[src/rtl/uart_rx_fifo.sv]
// uart_rx_fifo: 8N1 UART receiver with a 2-flop input synchronizer feeding a first-word-fall-through byte FIFO.
module uart_rx_fifo #(
  parameter int fifo_log2 = 4,
  parameter int min_scaler = 4
) (
  input  logic                 i_clk,
  input  logic                 i_nrst,
  input  logic [15:0]          i_scaler,
  input  logic                 i_rx,
  output logic [7:0]           o_rdata,
  output logic                 o_rvalid,
  input  logic                 i_rready,
  output logic                 o_frame_err,
  output logic                 o_overflow,
  input  logic                 i_clr,
  output logic [fifo_log2:0]   o_count
);
  localparam int depth = 2 ** fifo_log2;
  localparam int aw = fifo_log2;
  localparam int cw = fifo_log2 + 1;
  typedef enum logic [2:0] {IDLE, START, DATA, STOP, WAIT_HIGH} state_t;
  state_t state_q, state_d;
  logic sync_q, rx_s_q;
  logic [15:0] cnt_q, cnt_d, scl_q, scl_d, eff;
  logic [2:0] idx_q, idx_d;
  logic [7:0] shift_q, shift_d;
  logic push_q, push_d, ferr_q, ferr_d, ovf_q, ovf_d;
  logic [aw-1:0] wp_q, wp_d, rp_q, rp_d;
  logic [cw-1:0] count_q, count_d;
  logic [7:0] mem_q [depth];
  logic tick, pop, wr;
  assign eff = (i_scaler < 16'(min_scaler)) ? 16'(min_scaler) : i_scaler;
  assign tick = cnt_q == 16'd1;
  always_comb begin
    state_d = state_q;
    cnt_d = cnt_q - 16'd1;
    scl_d = scl_q;
    idx_d = idx_q;
    shift_d = shift_q;
    push_d = 1'b0;
    ferr_d = 1'b0;
    case (state_q)
      IDLE: if (!rx_s_q) begin
        state_d = START;
        scl_d = eff;
        cnt_d = eff >> 1;
      end
      START: if (tick) begin
        state_d = rx_s_q ? IDLE : DATA;
        cnt_d = scl_q;
        idx_d = 3'd0;
      end
      DATA: if (tick) begin
        shift_d[idx_q] = rx_s_q;
        cnt_d = scl_q;
        idx_d = idx_q + 3'd1;
        state_d = (idx_q == 3'd7) ? STOP : DATA;
      end
      STOP: if (tick) begin
        state_d = rx_s_q ? IDLE : WAIT_HIGH;
        push_d = rx_s_q;
        ferr_d = !rx_s_q;
      end
      WAIT_HIGH: state_d = rx_s_q ? IDLE : WAIT_HIGH;
      default: state_d = IDLE;
    endcase
  end
  // a push into a full FIFO only lands when the head leaves in the same cycle; flush beats both
  assign pop = o_rvalid & i_rready;
  assign wr = push_q & ((count_q != cw'(depth)) | pop) & ~i_clr;
  always_comb begin
    wp_d = i_clr ? '0 : wp_q + aw'(wr);
    rp_d = i_clr ? '0 : rp_q + aw'(pop);
    count_d = i_clr ? '0 : count_q + cw'(wr) - cw'(pop);
    ovf_d = ~i_clr & (ovf_q | (push_q & ~wr));
  end
  always_ff @(posedge i_clk or negedge i_nrst) begin
    if (!i_nrst) begin
      state_q <= IDLE;
      sync_q <= 1'b1;
      rx_s_q <= 1'b1;
      cnt_q <= '0;
      scl_q <= '0;
      idx_q <= '0;
      shift_q <= '0;
      push_q <= 1'b0;
      ferr_q <= 1'b0;
      ovf_q <= 1'b0;
      wp_q <= '0;
      rp_q <= '0;
      count_q <= '0;
    end else begin
      state_q <= state_d;
      sync_q <= i_rx;
      rx_s_q <= sync_q;
      cnt_q <= cnt_d;
      scl_q <= scl_d;
      idx_q <= idx_d;
      shift_q <= shift_d;
      push_q <= push_d;
      ferr_q <= ferr_d;
      ovf_q <= ovf_d;
      wp_q <= wp_d;
      rp_q <= rp_d;
      count_q <= count_d;
    end
  end
  always_ff @(posedge i_clk) begin
    if (wr) mem_q[wp_q] <= shift_q;
  end
  assign o_rvalid = count_q != '0;
  assign o_rdata = o_rvalid ? mem_q[rp_q] : 8'h00;
  assign o_count = count_q;
  assign o_frame_err = ferr_q;
  assign o_overflow = ovf_q;
endmodule

[config.mk]
export PLATFORM = sky130hd
export DESIGN_NAME = uart_rx_fifo
export DESIGN_NICKNAME = d
export VERILOG_FILES = /design/src/rtl/uart_rx_fifo.sv
export SDC_FILE = /design/constraint.sdc
export NUM_CORES = 1
export LEC_CHECK = 0
export CORE_MARGIN = 2
export CORE_UTILIZATION = 54
export CTS_CLUSTER_SIZE = 12
export DETAILED_ROUTE_END_ITERATION = 10
export GPL_TIMING_DRIVEN = 0
export PLACE_DENSITY = 0.75
export SYNTH_ARGS = -nofsm -noshare
export SYNTH_HDL_FRONTEND = slang
export SYNTH_SLANG_ARGS = --single-unit
[constraint.sdc]
create_clock -name i_clk -period 2.51 [get_ports i_clk]
set_input_delay 0.753 -clock i_clk [delete_from_list [all_inputs] [get_ports i_clk]]
set_output_delay 0.753 -clock i_clk [all_outputs]
set_load 0.02 [all_outputs]
Fig. 1: routing congestion map
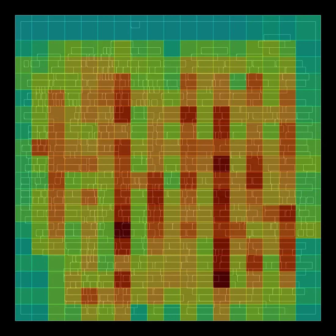
most heavily used metal layer in global routing: met2
met1 Use GR: 0.2851

Fig. 2: selected gate families
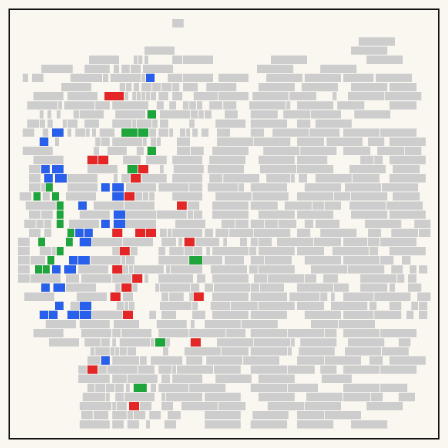
legend:
  non-inverting ao/oa cells:
    colour: blue
    cells: 30
    most_used: a21o_1
    where: left middle
  xor and xnor cells:
    colour: red
    cells: 21
    most_used: xnor2_1
  and/or cells:
    colour: green
    cells: 21
    most_used: and2_1
    where: left middle

Fig. 3: signal wires by layer
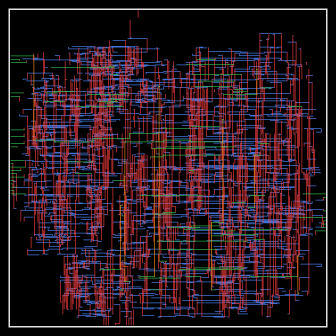
legend:
  M3:
    colour: green
    wire_length: 875 um
  M2:
    colour: red
    wire_length: 9150 um
  M4:
    colour: orange
    wire_length: 354 um
  M1:
    colour: blue
    wire_length: 6970 um

==> run_summary.xml <==
<?xml version="1.0" encoding="UTF-8"?>
<metrics>
  <group name="run_status">
    <metric name="run_status" unit="">complete, but fails checks</metric>
    <metric name="failed_checks" unit="">negative setup slack</metric>
  </group>
  <group name="cts">
    <metric name="clk_path_buf_depth" unit="">2</metric>
    <metric name="clock_latency" unit="ns">0.43</metric>
    <metric name="cts_inserted_buffers" unit="">17</metric>
    <metric name="cts.htree.levels" unit="">4</metric>
    <metric name="cts.root.buffer_cell" unit="">sky130_fd_sc_hd__clkbuf_16</metric>
    <metric name="cts.reportedPaths.clkPinSlew" unit="ns">0.07</metric>
  </group>
  <group name="cells_and_area">
    <metric name="final_layout_size_suffix_gt1_frac" unit="">0.2888</metric>
    <metric name="fill_cells" unit="">1024</metric>
    <metric name="layout.cells.most_common" unit="">sky130_fd_sc_hd__edfxtp_1</metric>
  </group>
  <group name="setup_path">
    <metric name="crit_end" unit="">o_rdata[6]</metric>
    <metric name="worstSetupPathDepth" unit="">5</metric>
    <metric name="crit_buf_inv" unit="">2</metric>
    <metric name="timing.reg2reg.setup_slack" unit="ns">-0.27</metric>
    <metric name="crit_family" unit="">multiplexers</metric>
    <metric name="worst_ep_arrival_time" unit="ns">2.23</metric>
  </group>
  <group name="drt">
    <metric name="drt_drc_violations_left" unit="">0</metric>
    <metric name="route.antenna.remaining_nets" unit="">0</metric>
    <metric name="post_drt_via_cell_ratio" unit="">6.031</metric>
    <metric name="initialDrtViolationCount" unit="">400</metric>
    <metric name="drt-pass1-iter-count" unit="">5</metric>
  </group>
  <group name="pwr">
    <metric name="power_per_cell_area" unit="mW/mm^2">801.7</metric>
    <metric name="total_power" unit="mW">8.051</metric>
    <metric name="leakage_power_figure" unit="nW">3.913</metric>
  </group>
  <group name="timing">
    <metric name="max_freq" unit="MHz">335.6</metric>
    <metric name="grt_setup_unrepaired" unit="">true</metric>
    <metric name="finalMaxSlewViolations" unit="">0</metric>
    <metric name="setup_slack" unit="ns">-0.4695</metric>
    <metric name="timing.setup.tns" unit="ns">-4.206</metric>
    <metric name="period_used_share" unit="">1.187</metric>
    <metric name="finalSetupViolations" unit="">12</metric>
    <metric name="timing_worst_slew_pin_value" unit="ns">0.7881</metric>
  </group>
  <group name="floorplanning">
    <metric name="core_area" unit="mm^2">0.01509</metric>
  </group>
  <group name="yosys">
    <metric name="most_used_flip_flop_cell_after_synthesis" unit="">sky130_fd_sc_hd__edfxtp_1</metric>
    <metric name="floorplan.nets" unit="">550</metric>
    <metric name="synthCells" unit="">514</metric>
    <metric name="postSynthSeqShare" unit="">0.6591</metric>
  </group>
  <group name="hold_path">
    <metric name="min-delay-path-class" unit="">in2async</metric>
  </group>
  <group name="grt">
    <metric name="antenna_found_initial" unit="">0</metric>
    <metric name="grt_overflow_total" unit="">0</metric>
    <metric name="grt_pass1_wl" unit="um">27500</metric>
  </group>
  <group name="job">
    <metric name="warnings" unit="">31</metric>
  </group>
  <group name="place">
    <metric name="dp_slack" unit="ns">-0.8867</metric>
  </group>
</metrics>
cell usage after synthesis (8+ instances only):
library cell | instances | share of area
sky130_fd_sc_hd__a21o_1 | 16 | 0.015
sky130_fd_sc_hd__mux2_1 | 8 | 0.011
sky130_fd_sc_hd__xnor2_1 | 13 | 0.014
sky130_fd_sc_hd__dfrtp_1 | 62 | 0.19
sky130_fd_sc_hd__mux4_2 | 32 | 0.087
sky130_fd_sc_hd__nor3_1 | 17 | 0.010
sky130_fd_sc_hd__inv_1 | 16 | 0.0073
sky130_fd_sc_hd__a221o_1 | 14 | 0.017
sky130_fd_sc_hd__o22ai_1 | 8 | 0.0061
sky130_fd_sc_hd__nand2_1 | 13 | 0.0059
sky130_fd_sc_hd__clkbuf_1 | 12 | 0.0054
sky130_fd_sc_hd__ha_1 | 14 | 0.021
sky130_fd_sc_hd__nor2b_1 | 9 | 0.0068
sky130_fd_sc_hd__nand3_1 | 12 | 0.0073
sky130_fd_sc_hd__nor2_1 | 26 | 0.012
sky130_fd_sc_hd__edfxtp_1 | 128 | 0.47
sky130_fd_sc_hd__and2_1 | 14 | 0.011
sky130_fd_sc_hd__mux2i_1 | 16 | 0.019
layer usage:
| metal | wire length, um | up-vias | track usage |
|---|---|---|---|
| met5 | 0 | - | 0 |
| met4 | 353 | 0 | 0.07240 |
| met3 | 875 | 24 | 0.03840 |
| met2 | 9148 | 164 | 0.4004 |
| met1 | 6965 | 2441 | 0.2851 |
| li1 | - | 2160 | - |
registers in the layout, summed over array words and instances (netlist names), 3 cells and up:
signal / cells
mem_q: 128
cnt_q: 16
scl_q: 16
shift_q: 8
o_count: 5
rp_q: 4
wp_q: 4
idx_q: 3
state_q: 3
cell type report:
type	instances	area, um^2	area share
Buffer	18	146.4	0.01458
Timing Repair Buffer	65	675.6	0.06728
Sequential cell	192	5456	0.5434
Multi-Input combinational cell	284	2955	0.2943
Inverter	16	60.06	0.005981
Clock buffer	22	444.2	0.04423
Clock inverter	9	68.82	0.006853
Tap cell	188	235.2	0.02342
report_power, final:
part           internal [mW]  switching [mW]  total [mW]  leakage (nW)
Sequential              3.51           0.261        3.77          2.29
Combinational           1.07           0.814        1.88          1.39
Clock                   1.34            1.06        2.40         0.238
per-stage QoR:
stage / hold slack (ns) / instances / utilization / area, um^2
after CTS: 0.3179 / 784 / 0.6515 / 9831
after global placement: 0.3464 / 738 / 0.5917 / 8929
after detailed placement: 0.3481 / 739 / 0.5927 / 8944
final: 0.3095 / 794 / 0.6655 / 10040
after global routing: 0.3400 / 794 / 0.6655 / 10040
after floorplan: 0.3452 / 514 / - / 8333
cells by family after synthesis:
kind of cell | after synthesis | share of synthesized area
AND-OR/OR-AND | 57 | 0.05404
XOR/XNOR | 21 | 0.02316
adder cells (fa/ha/maj) | 15 | 0.02362
buffers and inverters | 38 | 0.01998
flip-flops | 192 | 0.6591
multiplexers | 56 | 0.1175
AND/OR/NAND/NOR | 135 | 0.1026
repair_timing:
action                                  4_1_cts  5_1_grt
setup buffers                                16       12
endpoints found under the setup margin      133      110
gates resized                               106       32
gates cloned                                  2        1
pin swaps                                    11       16
No activity file was given, so power comes from the tool's default toggle rates.
